### Placement view

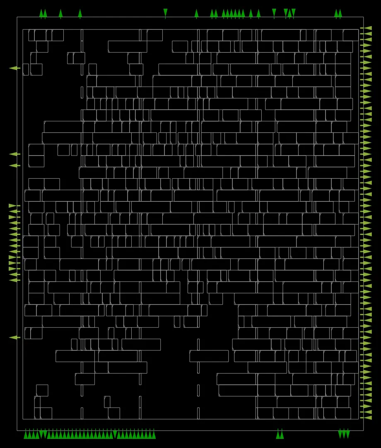
### Metal 3

Bar = 20 um.
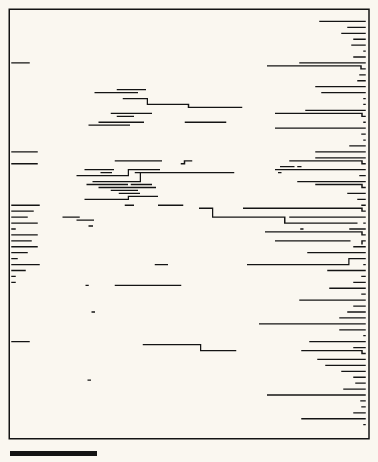
### Cell density map

8 x 10 tiles, from white (low) to dark blue (high), 0 to 100% covered.
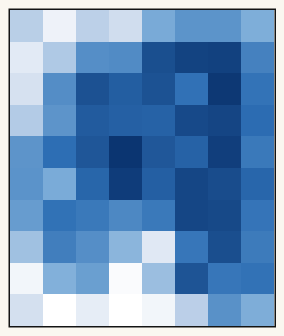
### Placed cells, one color a class

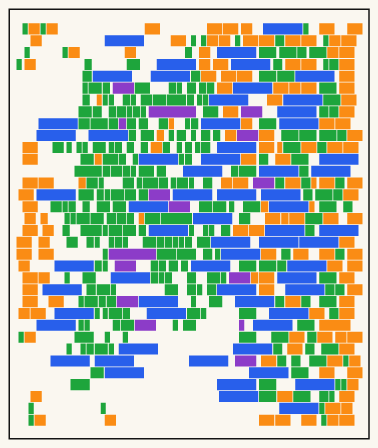
### Where the registers sit

Bar = 20 um. Other sequential cells in the stronger gray, the rest of the logic in the fainter gray.
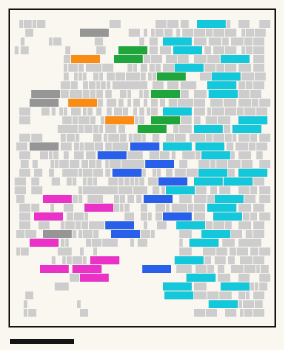
<file path="src/rtl/turfio_lmk_init_seq_if.sv">
// Wishbone master-side bundle used by the LMK init sequencer (22-bit byte address, 32-bit data).
interface turfio_lmk_init_seq_if;
    logic        cyc_o;
    logic        stb_o;
    logic        we_o;
    logic [21:0] adr_o;
    logic [31:0] dat_o;
    logic [3:0]  sel_o;
    logic [31:0] dat_i;
    logic        ack_i;
    logic        err_i;
    logic        rty_i;

    modport master (
        output cyc_o, stb_o, we_o, adr_o, dat_o, sel_o,
        input  dat_i, ack_i, err_i, rty_i
    );

    modport slave (
        input  cyc_o, stb_o, we_o, adr_o, dat_o, sel_o,
        output dat_i, ack_i, err_i, rty_i
    );
endinterface

</file>
<file path="src/rtl/turfio_lmk_init_seq.sv">
// Startup sequencer: streams LMK words from a 1-cycle ROM into the genshift block over
// Wishbone, launching each shift and polling its status until the shifter goes idle.
module turfio_lmk_init_seq #(
    parameter int          N_WORDS    = 32,
    parameter int          ROM_AW     = 5,
    parameter logic [21:0] BASE       = 22'h001000,
    parameter logic [11:0] DATA_OFS   = 12'h004,
    parameter logic [11:0] CTRL_OFS   = 12'h000,
    parameter logic [31:0] CTRL_GO    = 32'h1,
    parameter int          BUSY_BIT   = 0,
    parameter int          POLL_LIMIT = 1023,
    parameter int          WB_TIMEOUT = 255
) (
    input  logic                wb_clk_i,
    input  logic                wb_rst_i,
    input  logic                start_i,
    input  logic                abort_i,
    output logic                busy_o,
    output logic                done_o,
    output logic                err_o,
    output logic [1:0]          err_code_o,
    output logic [ROM_AW:0]     word_idx_o,
    output logic [ROM_AW-1:0]   rom_addr_o,
    input  logic [31:0]         rom_data_i,
    turfio_lmk_init_seq_if.master wb
);

    localparam int          IDX_W    = ROM_AW + 1;
    localparam int          WAIT_W   = $clog2(WB_TIMEOUT + 1);
    localparam int          POLL_W   = $clog2(POLL_LIMIT + 1);
    localparam logic [21:0] DATA_ADR = BASE + {10'd0, DATA_OFS};
    localparam logic [21:0] CTRL_ADR = BASE + {10'd0, CTRL_OFS};

    typedef enum logic [2:0] {
        IDLE, FETCH, WR_DATA, WR_GO, RD_STAT, NEXT, DONE, ERROR
    } state_e;

    state_e              state_q, state_d;
    logic                gap_q, gap_d;
    logic [IDX_W-1:0]    idx_q, idx_d;
    logic [31:0]         word_q, word_d;
    logic [WAIT_W-1:0]   waitCnt_q, waitCnt_d;
    logic [POLL_W-1:0]   pollCnt_q, pollCnt_d;
    logic                done_q, done_d;
    logic                err_q, err_d;
    logic [1:0]          errCode_q, errCode_d;
    logic                busy;
    logic                access;
    logic                failReq;
    logic [1:0]          failCode;

    always_ff @(posedge wb_clk_i or posedge wb_rst_i) begin
        if (wb_rst_i) begin
            state_q   <= IDLE;
            gap_q     <= 1'b0;
            idx_q     <= '0;
            word_q    <= '0;
            waitCnt_q <= '0;
            pollCnt_q <= '0;
            done_q    <= 1'b0;
            err_q     <= 1'b0;
            errCode_q <= 2'd0;
        end else begin
            state_q   <= state_d;
            gap_q     <= gap_d;
            idx_q     <= idx_d;
            word_q    <= word_d;
            waitCnt_q <= waitCnt_d;
            pollCnt_q <= pollCnt_d;
            done_q    <= done_d;
            err_q     <= err_d;
            errCode_q <= errCode_d;
        end
    end

    // Bus strobes are decoded straight from state so a reset releases the bus without a clock.
    assign busy   = state_q inside {FETCH, WR_DATA, WR_GO, RD_STAT, NEXT};
    assign access = (state_q inside {WR_DATA, WR_GO, RD_STAT}) && !gap_q;

    assign wb.cyc_o = access;
    assign wb.stb_o = access;
    assign wb.we_o  = access && (state_q != RD_STAT);
    assign wb.sel_o = access ? 4'hF : 4'h0;
    assign wb.adr_o = !access ? 22'd0 : ((state_q == WR_DATA) ? DATA_ADR : CTRL_ADR);
    assign wb.dat_o = (access && state_q == WR_DATA) ? word_q :
                      (access && state_q == WR_GO)   ? CTRL_GO : 32'd0;

    assign busy_o     = busy;
    assign done_o     = done_q;
    assign err_o      = err_q;
    assign err_code_o = errCode_q;
    assign word_idx_o = idx_q;
    assign rom_addr_o = idx_q[ROM_AW-1:0];

    // gap_q doubles as the second-cycle marker in FETCH and the idle cycle between bus accesses.
    always_comb begin
        state_d   = state_q;
        gap_d     = gap_q;
        idx_d     = idx_q;
        word_d    = word_q;
        waitCnt_d = '0;
        pollCnt_d = pollCnt_q;
        done_d    = done_q;
        err_d     = err_q;
        errCode_d = errCode_q;
        failReq   = 1'b0;
        failCode  = 2'd0;

        case (state_q)
            IDLE, DONE, ERROR: begin
                state_d = IDLE;
                if (start_i) begin
                    state_d   = FETCH;
                    gap_d     = 1'b0;
                    idx_d     = '0;
                    pollCnt_d = '0;
                    done_d    = 1'b0;
                    err_d     = 1'b0;
                    errCode_d = 2'd0;
                end
            end
            FETCH: begin
                if (!gap_q) begin
                    gap_d = 1'b1;
                end else begin
                    word_d  = rom_data_i;
                    gap_d   = 1'b0;
                    state_d = WR_DATA;
                end
            end
            WR_DATA, WR_GO, RD_STAT: begin
                if (gap_q) begin
                    gap_d = 1'b0;
                end else if (wb.err_i) begin
                    failReq  = 1'b1;
                    failCode = 2'd1;
                end else if (wb.ack_i) begin
                    gap_d = 1'b1;
                    if (state_q == WR_DATA) begin
                        state_d = WR_GO;
                    end else if (state_q == WR_GO) begin
                        state_d = RD_STAT;
                    end else if (!wb.dat_i[BUSY_BIT]) begin
                        state_d = NEXT;
                        gap_d   = 1'b0;
                    end else if (pollCnt_q == POLL_W'(POLL_LIMIT - 1)) begin
                        failReq  = 1'b1;
                        failCode = 2'd3;
                    end else begin
                        pollCnt_d = pollCnt_q + POLL_W'(1);
                    end
                end else if (wb.rty_i) begin
                    gap_d = 1'b1;
                end else if (waitCnt_q == WAIT_W'(WB_TIMEOUT - 1)) begin
                    failReq  = 1'b1;
                    failCode = 2'd2;
                end else begin
                    waitCnt_d = waitCnt_q + WAIT_W'(1);
                end
            end
            NEXT: begin
                idx_d     = idx_q + IDX_W'(1);
                pollCnt_d = '0;
                if (idx_q + IDX_W'(1) == IDX_W'(N_WORDS)) begin
                    state_d = DONE;
                    done_d  = 1'b1;
                end else begin
                    state_d = FETCH;
                end
            end
            default: state_d = IDLE;
        endcase

        if (failReq) begin
            state_d   = ERROR;
            gap_d     = 1'b0;
            err_d     = 1'b1;
            errCode_d = failCode;
        end

        // Abort wins over any response seen in the same cycle, including the NEXT increment.
        if (abort_i && busy) begin
            state_d   = ERROR;
            gap_d     = 1'b0;
            idx_d     = idx_q;
            pollCnt_d = pollCnt_q;
            done_d    = 1'b0;
            err_d     = 1'b1;
            errCode_d = 2'd0;
        end
    end

endmodule

</file>
<file path="src/flat_wrapper.sv">
// flat-port wrapper written by rule: the top's interface ports become plain ports
module turfio_lmk_init_seq_flat 
#(
    parameter int          N_WORDS    = 32,
    parameter int          ROM_AW     = 5,
    parameter logic [21:0] BASE       = 22'h001000,
    parameter logic [11:0] DATA_OFS   = 12'h004,
    parameter logic [11:0] CTRL_OFS   = 12'h000,
    parameter logic [31:0] CTRL_GO    = 32'h1,
    parameter int          BUSY_BIT   = 0,
    parameter int          POLL_LIMIT = 1023,
    parameter int          WB_TIMEOUT = 255
)
  (wb_clk_i, wb_rst_i, start_i, abort_i, busy_o, done_o, err_o, err_code_o, word_idx_o, rom_addr_o, rom_data_i, wb_cyc_o, wb_stb_o, wb_we_o, wb_adr_o, wb_dat_o, wb_sel_o, wb_dat_i, wb_ack_i, wb_err_i, wb_rty_i);
  turfio_lmk_init_seq_if wb_i ();
  input  logic wb_clk_i;
  input  logic wb_rst_i;
  input  logic start_i;
  input  logic abort_i;
  output logic busy_o;
  output logic done_o;
  output logic err_o;
  output logic [1:0] err_code_o;
  output logic [ROM_AW:0] word_idx_o;
  output logic [ROM_AW-1:0] rom_addr_o;
  input  logic [31:0] rom_data_i;
  output wire logic [$bits(wb_i.cyc_o)-1:0] wb_cyc_o;
  output wire logic [$bits(wb_i.stb_o)-1:0] wb_stb_o;
  output wire logic [$bits(wb_i.we_o)-1:0] wb_we_o;
  output wire logic [$bits(wb_i.adr_o)-1:0] wb_adr_o;
  output wire logic [$bits(wb_i.dat_o)-1:0] wb_dat_o;
  output wire logic [$bits(wb_i.sel_o)-1:0] wb_sel_o;
  input wire logic [$bits(wb_i.dat_i)-1:0] wb_dat_i;
  input wire logic [$bits(wb_i.ack_i)-1:0] wb_ack_i;
  input wire logic [$bits(wb_i.err_i)-1:0] wb_err_i;
  input wire logic [$bits(wb_i.rty_i)-1:0] wb_rty_i;
  assign wb_cyc_o = wb_i.cyc_o;
  assign wb_stb_o = wb_i.stb_o;
  assign wb_we_o = wb_i.we_o;
  assign wb_adr_o = wb_i.adr_o;
  assign wb_dat_o = wb_i.dat_o;
  assign wb_sel_o = wb_i.sel_o;
  assign wb_i.dat_i = wb_dat_i;
  assign wb_i.ack_i = wb_ack_i;
  assign wb_i.err_i = wb_err_i;
  assign wb_i.rty_i = wb_rty_i;
  turfio_lmk_init_seq #(.N_WORDS(N_WORDS), .ROM_AW(ROM_AW), .BASE(BASE), .DATA_OFS(DATA_OFS), .CTRL_OFS(CTRL_OFS), .CTRL_GO(CTRL_GO), .BUSY_BIT(BUSY_BIT), .POLL_LIMIT(POLL_LIMIT), .WB_TIMEOUT(WB_TIMEOUT)) u_core (.wb_clk_i(wb_clk_i), .wb_rst_i(wb_rst_i), .start_i(start_i), .abort_i(abort_i), .busy_o(busy_o), .done_o(done_o), .err_o(err_o), .err_code_o(err_code_o), .word_idx_o(word_idx_o), .rom_addr_o(rom_addr_o), .rom_data_i(rom_data_i), .wb(wb_i));
endmodule
</file>
<file path="config.mk">
export PLATFORM = sky130hd
export DESIGN_NAME = turfio_lmk_init_seq_flat
export DESIGN_NICKNAME = d
export VERILOG_FILES = /design/src/rtl/turfio_lmk_init_seq_if.sv /design/src/rtl/turfio_lmk_init_seq.sv /design/src/flat_wrapper.sv
export SDC_FILE = /design/constraint.sdc
export NUM_CORES = 1
export LEC_CHECK = 0
export ABC_CLOCK_PERIOD_IN_PS = 6400
export CAP_MARGIN = 30
export CORE_ASPECT_RATIO = 1.2
export CORE_UTILIZATION = 47
export CTS_CLUSTER_SIZE = 16
export DETAILED_ROUTE_END_ITERATION = 16
export GPL_TIMING_DRIVEN = 0
export PLACE_DENSITY = 0.89
export SYNTH_ARGS = -nofsm -noshare
export SYNTH_HDL_FRONTEND = slang
export SYNTH_SLANG_ARGS = --single-unit
</file>
<file path="constraint.sdc">
create_clock -name wb_clk_i -period 6.4 [get_ports wb_clk_i]
set_input_delay 1.6 -clock wb_clk_i [delete_from_list [all_inputs] [get_ports wb_clk_i]]
set_output_delay 1.6 -clock wb_clk_i [all_outputs]
set_load 0.02 [all_outputs]
</file>
==> impl_metrics.xml <==
<?xml version="1.0" encoding="UTF-8"?>
<metrics>
  <group name="clock_tree">
    <metric name="post_cts_buffers" unit="">0</metric>
    <metric name="cts_num_sinks" unit="">64</metric>
    <metric name="max-clock-path-buffers" unit="">2</metric>
    <metric name="tritoncts" unit="">built</metric>
    <metric name="clk-insertion-delay-late" unit="ps">340</metric>
  </group>
  <group name="layout">
    <metric name="buffers" unit="">142</metric>
    <metric name="inverters_excl_clock" unit="">7</metric>
    <metric name="largest_class" unit="">combinational gates</metric>
    <metric name="layout.filler_cells" unit="">549</metric>
    <metric name="layout_top_cell" unit="">sky130_fd_sc_hd__clkdlybuf4s50_1</metric>
    <metric name="combAreaFraction" unit="%">35.2</metric>
    <metric name="layout-drive-gt1-share" unit="%">20.1</metric>
  </group>
  <group name="floorplan">
    <metric name="die_w" unit="um">82.1</metric>
  </group>
  <group name="timing">
    <metric name="final.period_utilization" unit="%">69.1</metric>
    <metric name="max_freq" unit="MHz">226</metric>
    <metric name="timing_max_transition_violations_final" unit="">0</metric>
  </group>
  <group name="setup_path">
    <metric name="critical_path.reg2reg.endpoint" unit="">u_core.state_q[1]</metric>
    <metric name="worst-setup-path-type" unit="">reg -&gt; out</metric>
    <metric name="crit_end" unit="">wb_dat_o[28]</metric>
  </group>
  <group name="grt">
    <metric name="gr-usage-all-layers" unit="%">23.0</metric>
    <metric name="grt.met2_usage" unit="%">38.9</metric>
    <metric name="grt_max_degree" unit="">34</metric>
  </group>
  <group name="logic_synthesis">
    <metric name="synth.yosys.num_cells" unit="">363</metric>
    <metric name="ys.flop_type" unit="">sky130_fd_sc_hd__dfrtp_1</metric>
    <metric name="async_flop_share" unit="%">100</metric>
    <metric name="syn_area_per_cell" unit="um2">9.98</metric>
    <metric name="enable_flop_cells" unit="">0</metric>
  </group>
  <group name="routing">
    <metric name="drc_errors" unit="">0</metric>
    <metric name="routed.top_layer" unit="">met4</metric>
    <metric name="first_pass_iters" unit="">4</metric>
    <metric name="route.detailed.vias_per_inst" unit="">5.34</metric>
  </group>
  <group name="placement">
    <metric name="place_congestion" unit="">0.847</metric>
  </group>
  <group name="status">
    <metric name="outcome" unit="">finished clean</metric>
  </group>
  <group name="min_path">
    <metric name="worstHoldPathType" unit="">reg -&gt; reg</metric>
  </group>
  <group name="power_and_ir_drop">
    <metric name="combinational_power" unit="mW">0.959</metric>
    <metric name="power.internal" unit="mW">1.22</metric>
    <metric name="switchingPower" unit="mW">0.724</metric>
    <metric name="power-per-cell-area" unit="nW/um2">389</metric>
  </group>
  <group name="job">
    <metric name="warnings" unit="">59</metric>
  </group>
</metrics>
-- 'Placement view' (at the start) --
total number of sequential cells: 64
share of the core filled with cells: 67.9%

-- 'Metal 3' (at the start) --
nets with wire on the layer: 111
main direction: horizontal
wire length on this layer: 955 um
share of all routed wire: 11%
number of vias after detailed routing: 3,115
met3 demand-to-capacity share in global routing: 7.85%
total detailed-routing wirelength: 8860 um

-- 'Cell density map' (at the start) --
tiles over 75% full: 36%
nearly empty tiles: 2.5%
mean over tiles: 61%
emptiest ninth of the die: bottom center
Core Box Area: 7360 um2
initial core utilization: 49.2%

-- 'Placed cells, one color a class' (at the start) --
| class | color | cells |
|---|---|---|
| sequential cells | blue | 64 |
| combinational and other logic | green | 272 |
| remaining buffers and delay cells | orange | 142 |
| clock drivers and dummy loads | purple | 15 |
register fraction of the total cell area: 32.0%
site row count: 34

-- 'Where the registers sit' (at the start) --
| signal | color | placed flops |
|---|---|---|
| u_core.waitCnt_q | magenta | 8 |
| u_core.pollCnt_q | blue | 10 |
| u_core.word_idx_o | green | 6 |
| u_core.state_q | orange | 3 |
| u_core.word_q | cyan | 32 |
sequential power: 0.594 mW
Flop area: 1600 um2

## critical path, cell delays in order (launching register included)
cell and delay, ps:
sky130_fd_sc_hd__dfrtp_1 400, sky130_fd_sc_hd__buf_4 180, sky130_fd_sc_hd__nand2b_1 280, sky130_fd_sc_hd__nor3_1 460
sky130_fd_sc_hd__clkbuf_1 350, sky130_fd_sc_hd__and2_1 190, sky130_fd_sc_hd__clkdlybuf4s50_1 610
## cells by family (layout without fill, tap and decap cells)
kind of cell	count (synthesis)	in the layout	share of synthesized area (%)
adder cells (fa/ha/maj)	5	5	1.73
other	1	20	0.104
buffers and inverters	53	164	9.15
multiplexers	35	35	10.8
AND-OR/OR-AND	58	58	11.0
XOR/XNOR	13	13	3.14
AND/OR/NAND/NOR	134	134	19.9
flip-flops	64	64	44.2
Power and IR drop assume default switching activity.
